==> images/met1.png <==
Drawn at 6 px/um. Supply wires on this layer in grey. Cells faint in the background.
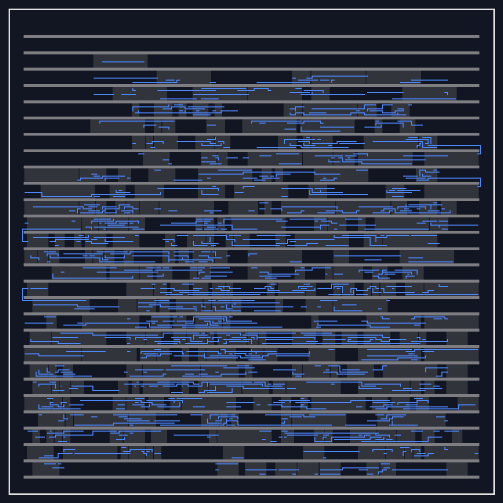
==> images/met2.png <==
Drawn at 6 px/um.
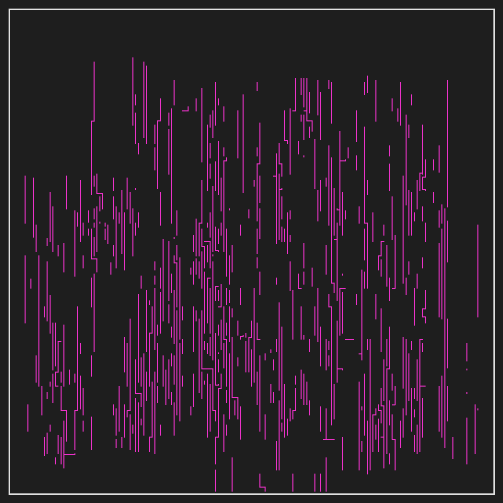
==> images/met3.png <==
Drawn at 8 px/um. Cells faint in the background.
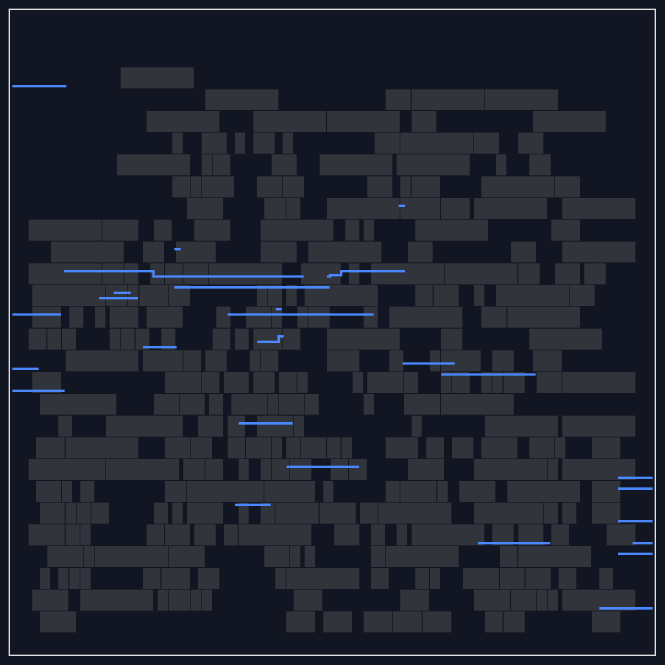
==> images/clock_map.png <==
Drawn at 3 px/um.
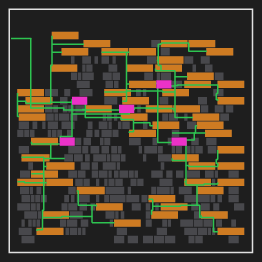
[config.mk]
export PLATFORM = sky130hd
export DESIGN_NAME = cam_sccb_init
export DESIGN_NICKNAME = d
export VERILOG_FILES = /design/src/rtl/cam_pkg.sv /design/src/rtl/sccb_tick.sv /design/src/rtl/cam_sccb_init.sv
export SDC_FILE = /design/constraint.sdc
export NUM_CORES = 1
export LEC_CHECK = 0
export CAP_MARGIN = 20
export CORE_MARGIN = 2
export CORE_UTILIZATION = 50
export DETAILED_ROUTE_END_ITERATION = 12
export GPL_ROUTABILITY_DRIVEN = 1
export PLACE_DENSITY = 0.69
export SLEW_MARGIN = 20
export SYNTH_ARGS = -nofsm -noshare
export SYNTH_HDL_FRONTEND = slang
export SYNTH_HIERARCHICAL = 1
export SYNTH_SLANG_ARGS = --single-unit
[constraint.sdc]
create_clock -name clk -period 2.9 [get_ports clk]
set_input_delay 0.58 -clock clk [delete_from_list [all_inputs] [get_ports clk]]
set_output_delay 0.58 -clock clk [all_outputs]
set_load 0.02 [all_outputs]
[src/rtl/cam_pkg.sv]
// -----------------------------------------------------------------------------
// cam_pkg
// Shared definitions for the camera SCCB configuration sequencer:
//   sccb_state_t   sequencer state encoding
//   CAM_TABLE_END  table terminator entry
//   CAM_SOFT_RST   sensor soft-reset write {reg, val}
//   CAM_TABLE      default register table, terminator included
//   cam_rom()      constant lookup into CAM_TABLE
// Build option: CAM_SOFT_RESET_EN adds the WAIT state used after the
// sensor soft-reset write.
// -----------------------------------------------------------------------------
package cam_pkg;

`ifdef CAM_SOFT_RESET_EN
  typedef enum logic [2:0] {
    ST_IDLE  = 3'd0,
    ST_LOAD  = 3'd1,
    ST_START = 3'd2,
    ST_BYTE  = 3'd3,
    ST_STOP  = 3'd4,
    ST_GAP   = 3'd5,
    ST_DONE  = 3'd6,
    ST_WAIT  = 3'd7
  } sccb_state_t;
`else
  typedef enum logic [2:0] {
    ST_IDLE  = 3'd0,
    ST_LOAD  = 3'd1,
    ST_START = 3'd2,
    ST_BYTE  = 3'd3,
    ST_STOP  = 3'd4,
    ST_GAP   = 3'd5,
    ST_DONE  = 3'd6
  } sccb_state_t;
`endif

  localparam logic [15:0] CAM_TABLE_END = 16'hFFFF;
  localparam logic [15:0] CAM_SOFT_RST  = 16'h1280;

  // Entry format {reg[15:8], val[7:0]}; the terminator must be present.
  localparam int unsigned CAM_TABLE_LEN = 3;
  localparam logic [15:0] CAM_TABLE [CAM_TABLE_LEN] = '{
    16'h1204,
    16'h40D0,
    CAM_TABLE_END
  };

  // Addresses past the end of the table read as the terminator, so a run can
  // never walk off the ROM even if the terminator were missing.
  function automatic logic [15:0] cam_rom(input logic [7:0] idx);
    logic [15:0] e;
    e = CAM_TABLE_END;
    for (int i = 0; i < int'(CAM_TABLE_LEN); i++) begin
      if (idx == 8'(i)) e = CAM_TABLE[i];
    end
    return e;
  endfunction

endpackage

[src/rtl/sccb_tick.sv]
// -----------------------------------------------------------------------------
// sccb_tick
// Quarter-bit strobe generator for the SCCB sequencer. A down-counter reloads
// with QDIV-1 and fires tick_o for one clock each time it reaches zero, so the
// strobe period is QDIV clocks. While clr_i is high the counter is held at its
// reload value and no tick is produced, which makes the first tick after clr_i
// drops land exactly QDIV clocks later.
// Ports:
//   clk_i    system clock
//   rst_n_i  asynchronous active-low reset
//   clr_i    hold/restart the counter (sequencer not bit-timing)
//   tick_o   one-clock quarter-phase strobe
// -----------------------------------------------------------------------------
module sccb_tick #(
  parameter int unsigned QDIV = 1
) (
  input  logic clk_i,
  input  logic rst_n_i,
  input  logic clr_i,
  output logic tick_o
);

  if (QDIV < 1) begin : g_qdiv_check
    $error("sccb_tick: QDIV must be at least 1 (CLK_FREQ_HZ too low for SCCB_FREQ_HZ)");
  end

  localparam int unsigned CW = (QDIV > 1) ? $clog2(QDIV) : 1;
  localparam logic [CW-1:0] RELOAD = CW'(QDIV - 1);

  logic [CW-1:0] cnt_q, cnt_d;

  always_comb begin
    cnt_d = cnt_q;
    if (clr_i || (cnt_q == '0)) cnt_d = RELOAD;
    else                        cnt_d = cnt_q - CW'(1);
  end

  assign tick_o = !clr_i && (cnt_q == '0);

  always_ff @(posedge clk_i or negedge rst_n_i) begin
    if (!rst_n_i) cnt_q <= '0;
    else          cnt_q <= cnt_d;
  end

endmodule

[src/rtl/cam_sccb_init.sv]
// -----------------------------------------------------------------------------
// cam_sccb_init
// Walks the sensor register table and writes each entry over SCCB as a
// 3-phase write {DEV_ADDR, reg, val}. When the terminator is reached it raises
// done/capture_en, releasing the pixel FIFO.
// Parameters:
//   CLK_FREQ_HZ, SCCB_FREQ_HZ  quarter-bit period QDIV = CLK/(4*SCCB) clocks
//   DEV_ADDR                   sensor 8-bit write address
//   AUTO_START                 begin a run on the first cycle after reset
//   TABLE_LEN                  number of ROM entries visible (rest = terminator)
// Ports:
//   clk, reset (async, active-low), start (run request pulse)
//   sioc, siod_o, siod_oe      SCCB bus (siod_oe=0 releases SIOD)
//   busy, done, capture_en     run status; capture_en mirrors done
//   index                      current table entry
// Build option: CAM_SOFT_RESET_EN prepends a sensor soft-reset write
// (0x12=0x80) and a 1 ms WAIT before entry 0.
//
// state | meaning
// IDLE  | bus idle, waiting for start (or auto start after reset)
// LOAD  | read table[index]; terminator ends the run
// START | start condition, 4 quarters
// BYTE  | 27 bits (3 bytes x 8 data + 1 released ACK slot)
// STOP  | stop condition, 4 quarters
// GAP   | 4 idle quarters between transactions
// DONE  | table written, capture enabled, waiting for a new start
// WAIT  | post soft-reset settle time (CAM_SOFT_RESET_EN only)
// -----------------------------------------------------------------------------
module cam_sccb_init
  import cam_pkg::*;
#(
  parameter int unsigned CLK_FREQ_HZ  = 50_000_000,
  parameter int unsigned SCCB_FREQ_HZ = 100_000,
  parameter logic [7:0]  DEV_ADDR     = 8'h42,
  parameter bit          AUTO_START   = 1'b1,
  parameter int unsigned TABLE_LEN    = CAM_TABLE_LEN
) (
  input  logic       clk,
  input  logic       reset,
  input  logic       start,
  output logic       sioc,
  output logic       siod_o,
  output logic       siod_oe,
  output logic       busy,
  output logic       done,
  output logic       capture_en,
  output logic [7:0] index
);

  localparam int unsigned QDIV = CLK_FREQ_HZ / (4 * SCCB_FREQ_HZ);

`ifdef CAM_SOFT_RESET_EN
  localparam int unsigned WAIT_CLKS = (CLK_FREQ_HZ / 1000 > 0) ? CLK_FREQ_HZ / 1000 : 1;
`endif

  sccb_state_t state_q, state_d;
  logic [1:0]  q_q, q_d;          // quarter phase q0..q3
  logic [3:0]  bit_q, bit_d;      // bit within byte, 8 = ACK slot
  logic [1:0]  byte_q, byte_d;    // byte within transaction
  logic [23:0] sr_q, sr_d;        // {DEV_ADDR, reg, val}, MSB first
  logic [7:0]  index_q, index_d;
  logic        busy_q, busy_d;
  logic        done_q, done_d;
  logic        first_q;
  logic        sioc_q, sioc_d;
  logic        siod_q, siod_d;
  logic        oe_q, oe_d;
`ifdef CAM_SOFT_RESET_EN
  logic        soft_q, soft_d;    // soft-reset write still pending/in flight
  logic [31:0] wcnt_q, wcnt_d;
`endif

  logic        tick;
  logic        tick_clr;
  logic [15:0] entry;

  // Only the bus phases are quarter-timed; everything else holds the divider.
`ifdef CAM_SOFT_RESET_EN
  assign tick_clr = (state_q == ST_IDLE) || (state_q == ST_LOAD) ||
                    (state_q == ST_DONE) || (state_q == ST_WAIT);
`else
  assign tick_clr = (state_q == ST_IDLE) || (state_q == ST_LOAD) ||
                    (state_q == ST_DONE);
`endif

  sccb_tick #(
    .QDIV (QDIV)
  ) u_tick (
    .clk_i   (clk),
    .rst_n_i (reset),
    .clr_i   (tick_clr),
    .tick_o  (tick)
  );

  always_comb begin
    entry = CAM_TABLE_END;
    if (32'(index_q) < TABLE_LEN) entry = cam_rom(index_q);
  end

  always_comb begin
    state_d = state_q;
    q_d     = q_q;
    bit_d   = bit_q;
    byte_d  = byte_q;
    sr_d    = sr_q;
    index_d = index_q;
    busy_d  = busy_q;
    done_d  = done_q;
`ifdef CAM_SOFT_RESET_EN
    soft_d  = soft_q;
    wcnt_d  = wcnt_q;
`endif
    case (state_q)
      ST_IDLE: begin
        if (start || (first_q && AUTO_START)) begin
          state_d = ST_LOAD;
          busy_d  = 1'b1;
          index_d = '0;
`ifdef CAM_SOFT_RESET_EN
          soft_d  = 1'b1;
`endif
        end
      end
      ST_LOAD: begin
        q_d = 2'd0;
`ifdef CAM_SOFT_RESET_EN
        if (soft_q) begin
          sr_d    = {DEV_ADDR, CAM_SOFT_RST};
          state_d = ST_START;
        end else
`endif
        if (entry == CAM_TABLE_END) begin
          state_d = ST_DONE;
          busy_d  = 1'b0;
          done_d  = 1'b1;
        end else begin
          sr_d    = {DEV_ADDR, entry};
          state_d = ST_START;
        end
      end
      ST_START: begin
        if (tick) begin
          q_d = q_q + 2'd1;
          if (q_q == 2'd3) begin
            state_d = ST_BYTE;
            bit_d   = '0;
            byte_d  = '0;
          end
        end
      end
      ST_BYTE: begin
        if (tick) begin
          q_d = q_q + 2'd1;
          if (q_q == 2'd3) begin
            if (bit_q == 4'd8) begin
              bit_d = '0;
              if (byte_q == 2'd2) state_d = ST_STOP;
              else                byte_d  = byte_q + 2'd1;
            end else begin
              bit_d = bit_q + 4'd1;
              sr_d  = {sr_q[22:0], 1'b0};
            end
          end
        end
      end
      ST_STOP: begin
        if (tick) begin
          q_d = q_q + 2'd1;
          if (q_q == 2'd3) state_d = ST_GAP;
        end
      end
      ST_GAP: begin
        if (tick) begin
          q_d = q_q + 2'd1;
          if (q_q == 2'd3) begin
`ifdef CAM_SOFT_RESET_EN
            if (soft_q) begin
              soft_d  = 1'b0;
              wcnt_d  = 32'(WAIT_CLKS - 1);
              state_d = ST_WAIT;
            end else begin
              index_d = index_q + 8'd1;
              state_d = ST_LOAD;
            end
`else
            index_d = index_q + 8'd1;
            state_d = ST_LOAD;
`endif
          end
        end
      end
      ST_DONE: begin
        if (start) begin
          state_d = ST_LOAD;
          done_d  = 1'b0;
          busy_d  = 1'b1;
          index_d = '0;
`ifdef CAM_SOFT_RESET_EN
          soft_d  = 1'b1;
`endif
        end
      end
`ifdef CAM_SOFT_RESET_EN
      ST_WAIT: begin
        if (wcnt_q == '0) state_d = ST_LOAD;
        else              wcnt_d  = wcnt_q - 32'd1;
      end
`endif
      default: state_d = ST_IDLE;
    endcase
  end

  // Bus levels are derived from the next state so the registered outputs line
  // up with the state register instead of trailing it by a clock.
  always_comb begin
    sioc_d = 1'b1;
    siod_d = 1'b1;
    oe_d   = 1'b0;
    case (state_d)
      ST_START: begin
        oe_d   = 1'b1;
        siod_d = (q_d == 2'd0);
        sioc_d = (q_d != 2'd3);
      end
      ST_BYTE: begin
        sioc_d = (q_d == 2'd1) || (q_d == 2'd2);
        if (bit_d == 4'd8) begin
          oe_d   = 1'b0;
          siod_d = 1'b1;
        end else begin
          oe_d   = 1'b1;
          siod_d = sr_d[23];
        end
      end
      ST_STOP: begin
        oe_d   = 1'b1;
        sioc_d = (q_d != 2'd0);
        siod_d = (q_d >= 2'd2);
      end
      default: ;
    endcase
  end

  always_ff @(posedge clk or negedge reset) begin
    if (!reset) begin
      state_q <= ST_IDLE;
      q_q     <= '0;
      bit_q   <= '0;
      byte_q  <= '0;
      sr_q    <= '0;
      index_q <= '0;
      busy_q  <= 1'b0;
      done_q  <= 1'b0;
      first_q <= 1'b1;
      sioc_q  <= 1'b1;
      siod_q  <= 1'b1;
      oe_q    <= 1'b0;
`ifdef CAM_SOFT_RESET_EN
      soft_q  <= 1'b0;
      wcnt_q  <= '0;
`endif
    end else begin
      state_q <= state_d;
      q_q     <= q_d;
      bit_q   <= bit_d;
      byte_q  <= byte_d;
      sr_q    <= sr_d;
      index_q <= index_d;
      busy_q  <= busy_d;
      done_q  <= done_d;
      first_q <= 1'b0;
      sioc_q  <= sioc_d;
      siod_q  <= siod_d;
      oe_q    <= oe_d;
`ifdef CAM_SOFT_RESET_EN
      soft_q  <= soft_d;
      wcnt_q  <= wcnt_d;
`endif
    end
  end

  assign sioc       = sioc_q;
  assign siod_o     = siod_q;
  assign siod_oe    = oe_q;
  assign busy       = busy_q;
  assign done       = done_q;
  assign capture_en = done_q;
  assign index      = index_q;

endmodule

==> run summary <==
Notes from the flow run.

Outcome:
- The run finished with clean final reports.

Floorplanning:
- The run puts the die span in x at 80.6 um.
- Per the OpenROAD floorplan log, the area of the core is 5570 um2.

Finish:
- The run puts the layout sequential cell count at 56.
- The run gives the sequential share of cell area as 43.2%.
- The most common logic cell in the final layout is sky130_fd_sc_hd__dfrtp_1.
- Non-clock buffers make up under 10% of the layout cell area.
- By instance count after routing, the leading logic cell types are sky130_fd_sc_hd__dfrtp_1, sky130_fd_sc_hd__nand2_1, sky130_fd_sc_hd__inv_1.
- The run gives the number of logic gates as between 150 and 200.
- The run gives the multi-input logic area as about 1400 um2.

Worst setup path:
- Per the STA report, the cell with the highest stage delay on the worst path is sky130_fd_sc_hd__dfrtp_1.
- Traced cell by cell, the critical path runs through nor4_2, nor4bb_1, buf_4, and2_1, o21a_1, o211ai_1, nor3_1, a21oi_1, or2_1.
- Per the timing report, the most critical flop-to-flop path originates at u_tick/cnt_q[5]$_DFF_PN0_.
- The run gives the number of cell instances on the worst register-to-register path as 9.
- Broken down by cell family, the worst path's largest delay share belongs to simple AND/OR/NAND/NOR gates.
- The run gives the highest fanout seen on the critical path as 7.

CTS:
- In this run the clock root is driven by a sky130_fd_sc_hd__clkbuf_8.
- The run puts the number of sinks handled by clock tree synthesis at around 56.
- The run puts the number of post-CTS setup repair buffers at 0.
- The run puts the count of hold-fix buffers inserted at cts at 0.
- The run puts the number of buffers between clock root and the deepest sink at 2.

Synth:
- The run gives the flip-flop and latch count after synthesis as 56.
- The synthesized instance count is 275.
- The synthesized netlist has a Yosys-reported chip area of 2930 um2.
- The run puts the unique cell type count in the Yosys netlist at 63.
- The run puts the part of the Yosys area used for sequential elements at 47.9%.
- In this run the biggest area consumer among cell types represents between 40% and 50% of the synthesized area.

Global route:
- The run gives the global route total overflow as 0.
- The run gives the largest net degree at the start of global routing as 37.
- Looking at the global route congestion table, the highest-usage layer is met2.

Pwr:
- The run puts the static power due to leakage at 1.47 nW.
- The run gives the total power divided by cell area as 689 nW/um2.

Final timing:
- The run puts the number of slew-limit violations in the final report at 0.
- The run puts the total negative slack for setup checks at 0 ns.

Detailed routing:
- The run puts the first-pass iteration count of the detailed router at 4.

Placement:
- The run puts the cell area after placement at 3160 um2.
- Per the gpl log, the routability congestion estimate is approximately 0.89.
- OpenSTA, run right after detailed placement, puts the worst setup slack at 0.242 ns.

Flow run:
- The run puts the max-capacitance violation count at 0.
-- met1.png (at the start) --
longest straight run = 26.2 um
nets with wire on the layer = 282
met1 Use GR: 27.6%
Via Count: 2,131
aggregate routed wire length: 5500 um

-- met2.png (at the start) --
main direction = vertical
nets with wire on the layer = 261
share of all routed wire = 47%
wire length on this layer = 2,580 um
met2 Usage GRT: 29.5%

-- met3.png (at the start) --
wire length on this layer = 184 um
longest straight run = 19.1 um
share of all routed wire = 3.3%
main direction = horizontal
met3 Use GR: 3.48%

-- clock_map.png (at the start) --
green -> clock wires  # length 621 um
magenta -> cells driving clock nets  # count 5
orange -> flip-flops  # count 56
routed clock nets = 6
Clk power: 0.443 mW
clock latency on the worst-skew pair: 0.31 ns

-- Yosys cell counts (2+ instances only) --
cell	count
sky130_fd_sc_hd__a221o_1	3
sky130_fd_sc_hd__nand2b_1	3
sky130_fd_sc_hd__nand4_1	9
sky130_fd_sc_hd__o22a_1	2
sky130_fd_sc_hd__a21oi_1	7
sky130_fd_sc_hd__nand2_1	20
sky130_fd_sc_hd__and3_1	3
sky130_fd_sc_hd__o31ai_1	3
sky130_fd_sc_hd__o21ai_1	3
sky130_fd_sc_hd__a22oi_1	5
sky130_fd_sc_hd__and3b_1	2
sky130_fd_sc_hd__inv_1	18
sky130_fd_sc_hd__nand3_1	11
sky130_fd_sc_hd__nor2b_1	2
sky130_fd_sc_hd__ha_1	15
sky130_fd_sc_hd__buf_2	5
sky130_fd_sc_hd__mux2i_1	3
sky130_fd_sc_hd__nor4_2	4
sky130_fd_sc_hd__nor3b_2	2
sky130_fd_sc_hd__o21ai_0	9
sky130_fd_sc_hd__nor4_1	2
sky130_fd_sc_hd__and2_1	2
sky130_fd_sc_hd__a22o_1	13
sky130_fd_sc_hd__dfstp_2	3
sky130_fd_sc_hd__a31oi_1	3
sky130_fd_sc_hd__xnor2_1	5
sky130_fd_sc_hd__nand3b_1	2
sky130_fd_sc_hd__or3_1	2
sky130_fd_sc_hd__nor3b_1	4
sky130_fd_sc_hd__buf_4	2
sky130_fd_sc_hd__nor3_1	3
sky130_fd_sc_hd__nor2_1	17
sky130_fd_sc_hd__buf_6	2
sky130_fd_sc_hd__xor2_1	5
sky130_fd_sc_hd__dfrtp_1	53
-- cell families (layout without fill, tap and decap cells) --
group,count (synthesis),count (layout),synth area share [%]
adders and majority gates,15,15,6.40
other,1,1,0.128
DFF,56,56,47.9
muxes,4,4,1.41
buffers and inverters,29,49,4.69
xor gates and xnor gates,10,10,2.99
and+or+nand+nor,100,100,21.1
AOI/OAI and AO/OA,60,60,15.3
-- worst max path at each step --
stage / start / slack (ns) / endpoint / cells after the start
after floorplan: state_q[2]$_DFF_PN0_ / 0.35 / siod_oe$_DFF_PN0_ / 13
after global placement: state_q[1]$_DFF_PN0_ / 0.34 / siod_oe$_DFF_PN0_ / 12
after detailed placement: state_q[1]$_DFF_PN0_ / 0.24 / siod_oe$_DFF_PN0_ / 12
after CTS: state_q[1]$_DFF_PN0_ / 0.22 / siod_oe$_DFF_PN0_ / 12
after global routing: state_q[1]$_DFF_PN0_ / 0.03 / siod_oe$_DFF_PN0_ / 12
final: u_tick/cnt_q[5]$_DFF_PN0_ / 0.27 / siod_oe$_DFF_PN0_ / 9
-- power by group --
part           switching, mW  internal, mW  total [mW]
Clock                  0.266         0.177       0.443
Sequential            0.0720         0.887       0.959
Combinational          0.494         0.346       0.841
-- registers in the layout (all words and copies together), names as in the netlist --
register	cells
bit_q	4
busy	1
byte_q	2
capture_en	1
first_q	1
index	8
q_q	2
sioc	1
siod_o	1
siod_oe	1
sr_q	24
state_q	3
u_tick/cnt_q	7
-- routing by layer --
layer | vias up | share of wire, %
met5 | - | 0
met4 | 0 | 1.1
met3 | 10 | 3.3
met2 | 36 | 47
met1 | 1054 | 49
li1 | 1031 | -
No activity file was given, so power comes from the tool's default toggle rates.
